--- src/rtl/packer.sv ---
// Sign-magnitude fixed-point (mag x 2^-32, or exactly +/-1.0) to IEEE-754 single, normalised one shift per cycle.
// Define PACKER_ROUND_EN for round-to-nearest-even on the discarded bits; otherwise they are truncated.
module packer #(
  parameter int MAG_W   = 32,
  parameter int EXP_OFS = 95
) (
  input  logic             clk,
  input  logic             reset_n,
  input  logic             clk_en,
  input  logic             start,
  input  logic             sign,
  input  logic             is_one,
  input  logic [MAG_W-1:0] mag,
  output logic             busy,
  output logic             done,
  output logic [31:0]      result
);

  localparam int CW = $clog2(MAG_W);
  localparam logic [7:0] EXP_TOP = 8'(EXP_OFS + MAG_W - 1);

  typedef enum logic [1:0] {IDLE, NORM, PACK} state_t;

  state_t           state, state_nx;
  logic [MAG_W-1:0] shreg, shreg_nx;
  logic [CW-1:0]    cnt, cnt_nx;
  logic             sgn, sgn_nx;
  logic             busy_nx, done_nx;
  logic [31:0]      result_nx;
  logic [7:0]       exp_c;
  logic [30:0]      body, body_r;

  // cnt counts the shifts, so the leading one sat at bit (MAG_W-1-cnt) of mag.
  assign exp_c = EXP_TOP - 8'(cnt);
  assign body  = {exp_c, shreg[MAG_W-2 -: 23]};

`ifdef PACKER_ROUND_EN
  logic rnd;
  // A mantissa carry-out ripples into the exponent, so 0x7FFFFF rounds up to the next binade.
  assign rnd    = shreg[7] && ((shreg[6:0] != 7'd0) || shreg[8]);
  assign body_r = body + 31'(rnd);
`else
  assign body_r = body;
`endif

  always_comb begin
    state_nx  = state;
    shreg_nx  = shreg;
    cnt_nx    = cnt;
    sgn_nx    = sgn;
    busy_nx   = busy;
    done_nx   = 1'b0;
    result_nx = result;
    case (state)
      IDLE: begin
        if (start) begin
          if (is_one || mag == '0) begin
            result_nx = is_one ? {sign, 8'h7F, 23'h0} : {sign, 31'h0};
            done_nx   = 1'b1;
          end else begin
            shreg_nx = mag;
            cnt_nx   = '0;
            sgn_nx   = sign;
            busy_nx  = 1'b1;
            state_nx = NORM;
          end
        end
      end
      NORM: begin
        if (!shreg[MAG_W-1]) begin
          shreg_nx = {shreg[MAG_W-2:0], 1'b0};
          cnt_nx   = cnt + CW'(1);
        end else begin
          state_nx = PACK;
        end
      end
      PACK: begin
        result_nx = {sgn, body_r};
        done_nx   = 1'b1;
        busy_nx   = 1'b0;
        state_nx  = IDLE;
      end
      default: begin
        busy_nx  = 1'b0;
        state_nx = IDLE;
      end
    endcase
  end

  // Reset wins over clk_en; with clk_en low every register holds.
  always_ff @(posedge clk) begin
    if (!reset_n) begin
      state  <= IDLE;
      shreg  <= '0;
      cnt    <= '0;
      sgn    <= 1'b0;
      busy   <= 1'b0;
      done   <= 1'b0;
      result <= 32'h0;
    end else if (clk_en) begin
      state  <= state_nx;
      shreg  <= shreg_nx;
      cnt    <= cnt_nx;
      sgn    <= sgn_nx;
      busy   <= busy_nx;
      done   <= done_nx;
      result <= result_nx;
    end
  end

endmodule

--- config.mk ---
export PLATFORM = sky130hd
export DESIGN_NAME = packer
export DESIGN_NICKNAME = d
export VERILOG_FILES = /design/src/rtl/packer.sv
export SDC_FILE = /design/constraint.sdc
export NUM_CORES = 1
export LEC_CHECK = 0
export CORE_ASPECT_RATIO = 0.5
export CORE_UTILIZATION = 50
export CTS_BUF_LIST = sky130_fd_sc_hd__clkbuf_16
export CTS_CLUSTER_DIAMETER = 80
export CTS_CLUSTER_SIZE = 14
export DETAILED_ROUTE_END_ITERATION = 12
export PLACE_DENSITY = 0.79
export SLEW_MARGIN = 0
export SYNTH_ARGS = -nofsm -noshare
export SYNTH_HDL_FRONTEND = slang
export SYNTH_SLANG_ARGS = --single-unit
export TNS_END_PERCENT = 30
--- constraint.sdc ---
create_clock -name clk -period 2.2 [get_ports clk]
set_input_delay 0.22 -clock clk [delete_from_list [all_inputs] [get_ports clk]]
set_output_delay 0.22 -clock clk [all_outputs]
set_load 0.02 [all_outputs]
==> flow_summary.html <==
<h3>Run summary</h3>
<table>
<tr><th>Metric</th><th>Value</th></tr>
<tr><th colspan="2">Synthesis</th></tr>
<tr><td>Count of state elements after synthesis</td><td>73</td></tr>
<tr><td>Library cell with the highest instance count after synthesis</td><td>sky130_fd_sc_hd__dfxtp_1</td></tr>
<tr><td>Number of standard cells reported by yosys</td><td>373</td></tr>
<tr><td>Cell area after synthesis</td><td>3219 µm²</td></tr>
<tr><td>FFs w/ async S/R, synth</td><td>0%</td></tr>
<tr><td>Synthesized area per cell</td><td>8.631 µm²</td></tr>
<tr><th colspan="2">Die</th></tr>
<tr><td>Tap cells</td><td>88</td></tr>
<tr><th colspan="2">Worst setup path</th></tr>
<tr><td>End point of the critical path</td><td>shreg[17]</td></tr>
<tr><td>CP Depth</td><td>7</td></tr>
<tr><td>Flop-to-flop setup slack</td><td>0.30 ns</td></tr>
<tr><td>Signal arrival time at the worst endpoint</td><td>2.16 ns</td></tr>
<tr><td>Worst path buffer plus inverter count</td><td>2</td></tr>
<tr><td>Worst path slowest cell</td><td>sky130_fd_sc_hd__clkdlybuf4s50_1</td></tr>
<tr><th colspan="2">Layout</th></tr>
<tr><td>Nets@finish</td><td>477</td></tr>
<tr><td>Synthesis-to-finish area growth</td><td>32.92%</td></tr>
<tr><td>Largest cell class</td><td>registers</td></tr>
<tr><th colspan="2">Routing</th></tr>
<tr><td>Number of vias in the routed layout</td><td>3,028</td></tr>
<tr><th colspan="2">Final timing</th></tr>
<tr><td>Final worst slack</td><td>0.2457 ns</td></tr>
<tr><td>Sum of negative setup slack</td><td>0 ns</td></tr>
<tr><td>Highest Clock Rate</td><td>511.7 MHz</td></tr>
<tr><th colspan="2">Power and ir drop</th></tr>
<tr><td>Leakage</td><td>1.609 nW</td></tr>
<tr><th colspan="2">Flow run</th></tr>
<tr><td>Max-cap violations</td><td>0</td></tr>
<tr><th colspan="2">Run status</th></tr>
<tr><td>Run status</td><td>complete, no violations</td></tr>
<tr><th colspan="2">Clocking</th></tr>
<tr><td>Num CTS Buffers</td><td>9</td></tr>
<tr><th colspan="2">Placement</th></tr>
<tr><td>Routability congestion estimate from global placement</td><td>0.8226</td></tr>
</table>
==> power by group <==
group / switching (mW) / total (mW) / leakage (nW) / internal [mW]
sequential: 0.0438 / 1.42 / 0.594 / 1.38
clock: 0.541 / 1.41 / 0.148 / 0.866
combinational: 0.190 / 0.359 / 0.868 / 0.169
==> cells in the final DEF, fill, tap and decap left out, types with 3 or more instances in the layout <==
| master | netlist | routed |
|---|---|---|
| sky130_fd_sc_hd__dfxtp_1 | 73 | 73 |
| sky130_fd_sc_hd__clkdlybuf4s50_1 | 0 | 70 |
| sky130_fd_sc_hd__o21ai_0 | 64 | 64 |
| sky130_fd_sc_hd__a21oi_1 | 37 | 36 |
| sky130_fd_sc_hd__inv_1 | 33 | 35 |
| sky130_fd_sc_hd__o31ai_1 | 30 | 30 |
| sky130_fd_sc_hd__a22o_1 | 23 | 23 |
| sky130_fd_sc_hd__buf_4 | 1 | 20 |
| sky130_fd_sc_hd__nor2_1 | 12 | 12 |
| sky130_fd_sc_hd__nand2_1 | 9 | 9 |
| sky130_fd_sc_hd__clkbuf_16 | 0 | 9 |
| sky130_fd_sc_hd__nor4_1 | 8 | 8 |
| sky130_fd_sc_hd__o2bb2ai_1 | 7 | 7 |
| sky130_fd_sc_hd__nand2b_1 | 4 | 4 |
| sky130_fd_sc_hd__o21a_1 | 3 | 3 |
| sky130_fd_sc_hd__a21oi_2 | 2 | 3 |
| sky130_fd_sc_hd__nand3_1 | 3 | 3 |
==> cell families (layout without fill, tap and decap cells) <==
family	after synthesis	count (layout)	share of synthesized area, %
AOI/OAI and AO/OA	174	174	34.05
buffers and inverters	70	140	10.57
muxes	2	2	0.6219
other	1	1	0.1165
xor gates and xnor gates	3	3	0.8163
DFF	73	73	45.39
and+or+nand+nor	49	49	8.045
adders and majority gates	1	1	0.3886
clk_routes.png
Scale bar: 20 µm.
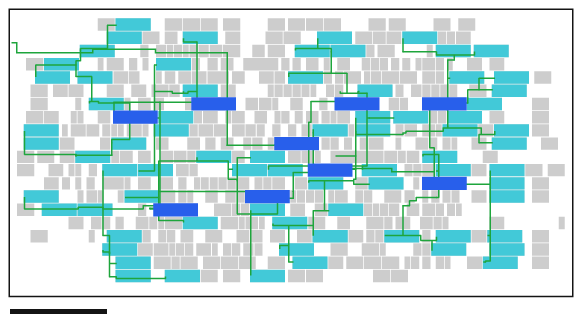
[green] clock wires | length: 859 µm
[cyan] flip-flops | count: 73
[blue] clock drivers | count: 9
flops lie: widely spread
routed clock nets: 10

flops_by_reg.png
Other sequential cells in the stronger grey, the rest of the logic in the fainter grey.
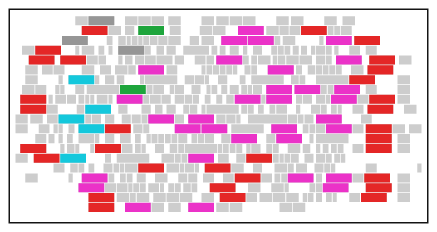
[green] state | placed flops: 2
[magenta] shreg | placed flops: 32
[red] result | placed flops: 31 | where: widely spread
[cyan] cnt | placed flops: 5 | where: left middle
not coloured: 3

clocks.png
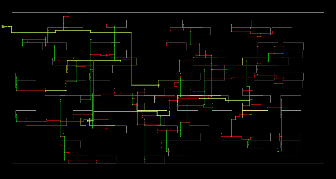
power drawn by the clock network: 1.41 mW
clk_skew: 0.005075 ns
insertion delay to the later sink of the worst-skew pair: 0.33 ns
number of sequential storage elements: 73
clock buffer instance count of the final layout: 9

io_placement.png
Pins as bars across the die edge, other pins in grey.
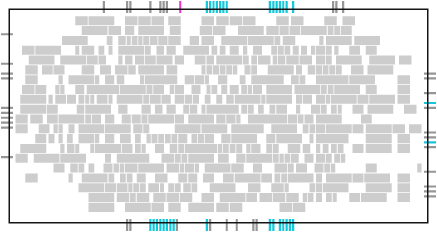
[magenta] clk_en | pins: 1 | direction: input | edge: top
[cyan] mag | pins: 32 | direction: input | edge: 16 bottom, 14 top, 2 right
all pins by edge: 25 top, 24 bottom, 13 right, 10 left
IO buf count: 70
die x size: 115.5 µm
Die Span Y: 58.74 µm

wires.png
Scale bar: 20 µm.
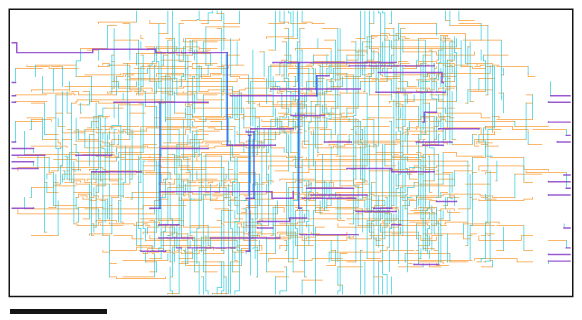
[orange] metal 1 | wire length: 3,910 µm
[cyan] metal 2 | wire length: 3,920 µm
[purple] metal 3 | wire length: 504 µm
[blue] metal 4 | wire length: 112 µm

No activity file was given, so power comes from the tool's default toggle rates.
